## src/rtl/mux_scan_pkg.sv

```systemverilog
// Shared types and sizes for the mux scan sequencer.
package mux_scan_pkg;

   localparam int unsigned NCH   = 4;
   localparam int unsigned SEL_W = 3;
   localparam int unsigned CNT_W = 8;
   localparam int unsigned IDX_W = 2;

   localparam logic [1:0] ST_IDLE  = 2'd0;
   localparam logic [1:0] ST_DWELL = 2'd1;
   localparam logic [1:0] ST_DONE  = 2'd2;

   typedef enum logic [1:0] {
      S_IDLE  = ST_IDLE,
      S_DWELL = ST_DWELL,
      S_DONE  = ST_DONE
   } state_t;

   typedef logic [NCH-1:0] chan_vec_t;

endpackage

```

## src/rtl/mux_scan_sequencer_if.sv

```systemverilog
// Captured-word handshake between the scanner (master) and its consumer (slave).
interface mux_scan_sequencer_if;
   import mux_scan_pkg::*;

   chan_vec_t sample;
   logic      sample_valid;
   logic      sample_ready;

   modport master (output sample, output sample_valid, input sample_ready);
   modport slave  (input sample, input sample_valid, output sample_ready);

endinterface

```

## src/rtl/next_chan_pick.sv

```systemverilog
// Finds the next higher enabled channel above cur_idx; from_start treats
// cur_idx as -1 so the lowest enabled channel is returned.
module next_chan_pick
   import mux_scan_pkg::*;
(
   input  chan_vec_t        mask_q,
   input  logic             from_start,
   input  logic [IDX_W-1:0] cur_idx,
   output logic [IDX_W-1:0] next_idx_c,
   output logic             none_c
);

   // Scan high to low so the lowest qualifying channel wins.
   always_comb begin
      next_idx_c = '0;
      none_c     = 1'b1;
      for (int i = NCH - 1; i >= 0; i--) begin
         if (mask_q[i] && (from_start || (IDX_W'(i) > cur_idx))) begin
            next_idx_c = IDX_W'(i);
            none_c     = 1'b0;
         end
      end
   end

endmodule

```

## src/rtl/mux_scan_sequencer.sv

```systemverilog
// Steps the 4:1 mux select through each enabled channel, dwells DWELL cycles,
// captures mux_out, and offers the 4-bit word over a valid/ready handshake.
// Optional feature: define MUX_SCAN_CONTINUOUS_EN to allow a new scan to
// launch directly on the transfer edge when start is high.
module mux_scan_sequencer
   import mux_scan_pkg::*;
#(
   parameter int unsigned DWELL = 3
)(
   input  logic                 clk,
   input  logic                 rst_n,
   input  logic                 start,
   input  chan_vec_t            mask,
   input  logic                 mux_out,
   output logic [SEL_W-1:0]     sel,
   output logic                 busy,
   mux_scan_sequencer_if.master bus
);

   localparam logic [CNT_W-1:0] RELOAD = CNT_W'(DWELL - 1);

   state_t           state_q, state_d;
   logic [SEL_W-1:0] sel_q, sel_d;
   logic [CNT_W-1:0] cnt_q, cnt_d;
   chan_vec_t        mask_q, mask_d;
   chan_vec_t        sample_q, sample_d;
   logic             valid_q, valid_d;
   logic             busy_q, busy_d;
   logic             launch;

   logic [IDX_W-1:0] first_idx, next_idx;
   logic             first_none, next_none;

   // First enabled channel of the incoming mask (used at launch).
   next_chan_pick u_first_pick (
      .mask_q     (mask),
      .from_start (1'b1),
      .cur_idx    ('0),
      .next_idx_c (first_idx),
      .none_c     (first_none)
   );

   // Next enabled channel above the current one in the latched mask.
   next_chan_pick u_next_pick (
      .mask_q     (mask_q),
      .from_start (1'b0),
      .cur_idx    (sel_q[IDX_W-1:0]),
      .next_idx_c (next_idx),
      .none_c     (next_none)
   );

   // State, counter, capture and output registers.
   always_ff @(posedge clk or negedge rst_n) begin
      if (!rst_n) begin
         state_q  <= S_IDLE;
         sel_q    <= '0;
         cnt_q    <= '0;
         mask_q   <= '0;
         sample_q <= '0;
         valid_q  <= 1'b0;
         busy_q   <= 1'b0;
      end else begin
         state_q  <= state_d;
         sel_q    <= sel_d;
         cnt_q    <= cnt_d;
         mask_q   <= mask_d;
         sample_q <= sample_d;
         valid_q  <= valid_d;
         busy_q   <= busy_d;
      end
   end

   // Next-state, dwell counting, capture and launch of a new scan.
   always_comb begin
      state_d  = state_q;
      sel_d    = sel_q;
      cnt_d    = cnt_q;
      mask_d   = mask_q;
      sample_d = sample_q;
      launch   = 1'b0;

      unique case (state_q)
         S_IDLE: begin
            launch = start;
         end
         S_DWELL: begin
            if (cnt_q == '0) begin
               sample_d[sel_q[IDX_W-1:0]] = mux_out;
               if (next_none) begin
                  state_d = S_DONE;
               end else begin
                  sel_d = SEL_W'(next_idx);
                  cnt_d = RELOAD;
               end
            end else begin
               cnt_d = cnt_q - CNT_W'(1);
            end
         end
         S_DONE: begin
            if (bus.sample_ready) begin
               state_d = S_IDLE;
`ifdef MUX_SCAN_CONTINUOUS_EN
               launch  = start;
`endif
            end
         end
         default: begin
            state_d = S_IDLE;
         end
      endcase

      if (launch) begin
         mask_d   = mask;
         sample_d = '0;
         if (first_none) begin
            state_d = S_DONE;
            sel_d   = '0;
         end else begin
            state_d = S_DWELL;
            sel_d   = SEL_W'(first_idx);
            cnt_d   = RELOAD;
         end
      end

      busy_d  = (state_d != S_IDLE);
      valid_d = (state_d == S_DONE);
   end

   assign sel              = sel_q;
   assign busy             = busy_q;
   assign bus.sample       = sample_q;
   assign bus.sample_valid = valid_q;

endmodule

```

## src/flat_wrapper.sv

```systemverilog
// flat-port wrapper written by rule: the top's interface ports become plain ports
module mux_scan_sequencer_flat import mux_scan_pkg::*;
#(
   parameter int unsigned DWELL = 3
)
  (clk, rst_n, start, mask, mux_out, sel, busy, bus_sample, bus_sample_valid, bus_sample_ready);
  mux_scan_sequencer_if bus_i ();
  input  logic clk;
  input  logic rst_n;
  input  logic start;
  input  chan_vec_t mask;
  input  logic mux_out;
  output logic [SEL_W-1:0] sel;
  output logic busy;
  output wire logic [$bits(bus_i.sample)-1:0] bus_sample;
  output wire logic [$bits(bus_i.sample_valid)-1:0] bus_sample_valid;
  input wire logic [$bits(bus_i.sample_ready)-1:0] bus_sample_ready;
  assign bus_sample = bus_i.sample;
  assign bus_sample_valid = bus_i.sample_valid;
  assign bus_i.sample_ready = bus_sample_ready;
  mux_scan_sequencer #(.DWELL(DWELL)) u_core (.clk(clk), .rst_n(rst_n), .start(start), .mask(mask), .mux_out(mux_out), .sel(sel), .busy(busy), .bus(bus_i));
endmodule
```

## config.mk

```make
export PLATFORM = sky130hd
export DESIGN_NAME = mux_scan_sequencer_flat
export DESIGN_NICKNAME = d
export VERILOG_FILES = /design/src/rtl/mux_scan_pkg.sv /design/src/rtl/mux_scan_sequencer_if.sv /design/src/rtl/next_chan_pick.sv /design/src/rtl/mux_scan_sequencer.sv /design/src/flat_wrapper.sv
export SDC_FILE = /design/constraint.sdc
export NUM_CORES = 1
export LEC_CHECK = 0
export ABC_AREA = 1
export ABC_CLOCK_PERIOD_IN_PS = 2950
export CORE_MARGIN = 4
export CORE_UTILIZATION = 57
export DETAILED_ROUTE_END_ITERATION = 8
export DONT_BUFFER_PORTS = 1
export PLACE_DENSITY = 0.72
export REMOVE_ABC_BUFFERS = 1
export SYNTH_ARGS = -nofsm -noshare
export SYNTH_HDL_FRONTEND = slang
export SYNTH_SLANG_ARGS = --single-unit
```

## constraint.sdc

```tcl
create_clock -name clk -period 2.95 [get_ports clk]
set_input_delay 0.885 -clock clk [delete_from_list [all_inputs] [get_ports clk]]
set_output_delay 0.885 -clock clk [all_outputs]
set_load 0.02 [all_outputs]
```

Figure 1. Local utilization.
The bar under the picture is 20 µm long. The die is cut into 11 by 11 equal tiles; dark blue is low, red is high, 0 to 100% covered.
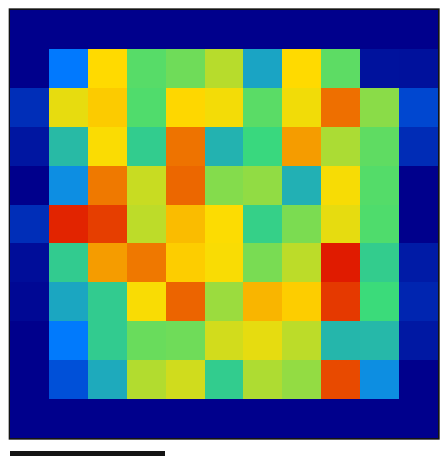
The fullest tile reaches 97%. The densest ninth of the die: center. The mean over all tiles is 42%. The emptiest ninth of the die: lower left. 25% of the tiles are nearly empty. 17% of the tiles are over 75% full.

Figure 2. Cell sizes after repair.
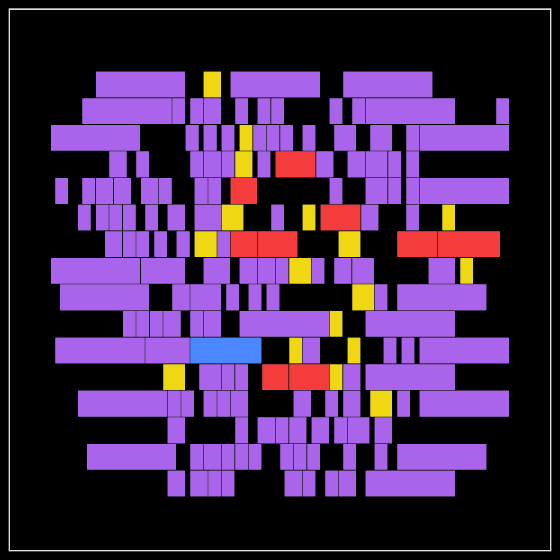
x1 and smaller: drawn in purple, cells 144, most used nand2_1. x2: drawn in yellow, cells 17, most used inv_2. x3 and x4: drawn in red, cells 9. x6 and larger: drawn in blue, cells 1, most used nor2_8.

Figure 3. M2 wires.
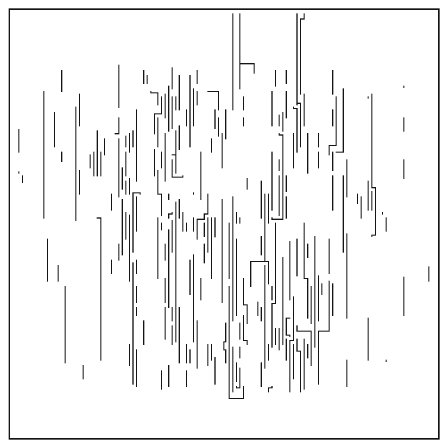
The layer carries 1000 µm of wire. The wires run mostly vertical. The longest straight run is 18.4 µm.

==> results_dict.tcl <==
# implementation run metrics
set metrics [dict create \
    wl_met1_mm 1.20 \
    cts_max_path_buffers 2 \
    antenna_found_initial 0 \
    irDropWorstVdd_mv 0.513 \
    dieHeight_um 55.2 \
    via_count 1031 \
    drt_iter0_markers 23 \
    ys_top_logic_family "simple AND/OR/NAND/NOR gates" \
    placed_cells 194 \
    ys_warn_count 0 \
    portBuffers 0 \
    ys.flop_type "dfrtp_1" \
    synth.distinct_cells 26 \
    holdWs_ns 0.261 \
    core_util_floorplan_pct 62.3 \
    ys_cells 170 \
    critPathKind "flip-flop to primary output" \
    chipArea_um2 3050 \
    dpl_cell_area_um2 1280 \
    synthAoiAreaFrac_pct 10.9 \
    cts-root-buf "clkbuf_4" \
    clkTransAtPathRegs_ns 0.12 \
    grt_pass1_vias 988 \
    clock.latency.late_pin_ns 0.30 \
    instances_no_fill 198 \
    grt_usage_pct 16.8 \
    place_congestion 0.884 \
    fin_crit_ns 1.73 \
    die_width_um 55.2 \
    finalPower_mw 1.38 \
    finalSetupTns_ns 0 \
    tritoncts "built" \
    crit_fanout 5 \
    wl_met3_um 82 \
    tapCellCount 27 \
    synth_top_area_share_pct 41.3 \
    fillers 185 \
    logic_gate_count 116 \
    grt.overflow.total 0 \
    r2r_start "u_core.sel[1]" \
    status "completed" \
    buffers 0 \
    rows 16 \
    pwr_density_cell_nw_per_um2 1050 \
    drv_slew 0 \
    maxClockFrequency_mhz 578 \
    routed_wl_mm 2.30 \
    grtUsageMet1_pct 24.7 \
    antenna_cells 0 \
    stdcell_area_um2 1310 \
    drc_errors 0 \
    synthTopCellsByArea "dfrtp_1, nand2_1, inv_1, nand3_1, o21ai_0" \
    gr-usage-met3_pct 2.80 \
    top_area_cell_class "multi-input combinational cells" \
    core_area_um2 2040 \
    dr.pass1.iters 4 \
    mux_share_pct 0 \
    hold_viol_final 0 \
    synthTopCellsByCount "nand2_1, dfrtp_1, inv_1, nor2_1, nand3_1" \
    nets 183 \
    cts_buffers 3 \
    clock_buffers 3 \
    clockNetworkAreaShare_pct 2.10 \
    top_layer "met4" \
    arrival_ns 0.84 \
    ys_seq_share_pct 41.3 \
    mostFrequentLayoutCells "nand2_1, inv_1, dfrtp_1" \
    p_leak_nw 0.728 \
    hold_class "input pin to async pin" \
    setup.worst_path.start_class "flip-flop" \
    inverters_excl_clock 30 \
    ys_sh_xor_pct 0.689 \
    top_area_cell "dfrtp_1" \
    seq_area_um2 526 \
    ys_sh_adder_pct 1.97 \
    cp-end-kind "primary output" \
    fin_util_pct 64.3 \
    tool_warnings 26 \
    grt_max_degree 22 \
    seq_share_pct 40.0 \
    rsz0062_at_grt "no" \
    ys_sh_simple_pct 34.3 \
    comb_area_share_pct 46.6 \
    clock-sinks 21 \
    mappedNetlistArea_um2 1270 \
    ctsResizeCount 0 \
    ys_ff 21 \
    post_synth.cell_area_avg_um2 7.48 \
    pre_cts_ws_ns 1.20 \
    grt_pass1_wl_mm 4.26 \
    postSynthCellCount 170 \
    setup_slack_ns 1.22 \
    ant_nets 0 \
    nonClkBufAreaFrac_pct 0 \
    cp.required_ns 2.07 \
    r2r-end "u_core.busy" \
    holdBufCountCts 0 \
    async_flop_share_pct 100 \
    cts_setup_buffers 0 \
    area_growth_pct 3.25 \
    post-route-period-util_pct 58.6 \
    wl_met2_mm 1.00 \
    rrSetupSlack_ns 1.44 \
    reg2regPathDepth 9 \
    wire_per_inst_um 11.6 \
    h-tree-depth 1 \
    ios 18 \
]
## sequential cells by signal, indices dropped and copies added, names as in the netlist
signal and count:
u_core.state_q 2, u_core.busy 1, u_core.bus.sample_valid 1, u_core.mask_q 3
u_core.sel 2, u_core.bus.sample 4, u_core.cnt_q 8
## power breakdown
group / total, mW / switching, mW / internal [mW]
combinational: 0.678 / 0.453 / 0.225
sequential: 0.571 / 0.158 / 0.413
clock: 0.135 / 0.0848 / 0.0505
## how the worst max path moves through the flow
stage               slack (ns)     startpoint  cells past startpoint               to
floorplan                 1.35          start                      7  u_core.cnt_q[0]
global placement          1.26          start                      7  u_core.cnt_q[0]
detailed placement        1.20          start                      6      u_core.busy
CTS                       1.21  u_core.sel[1]                      0           sel[1]
global route              1.19  u_core.sel[1]                      0           sel[1]
finish                    1.22  u_core.sel[1]                      0           sel[1]
No activity file was given, so power comes from the tool's default toggle rates.
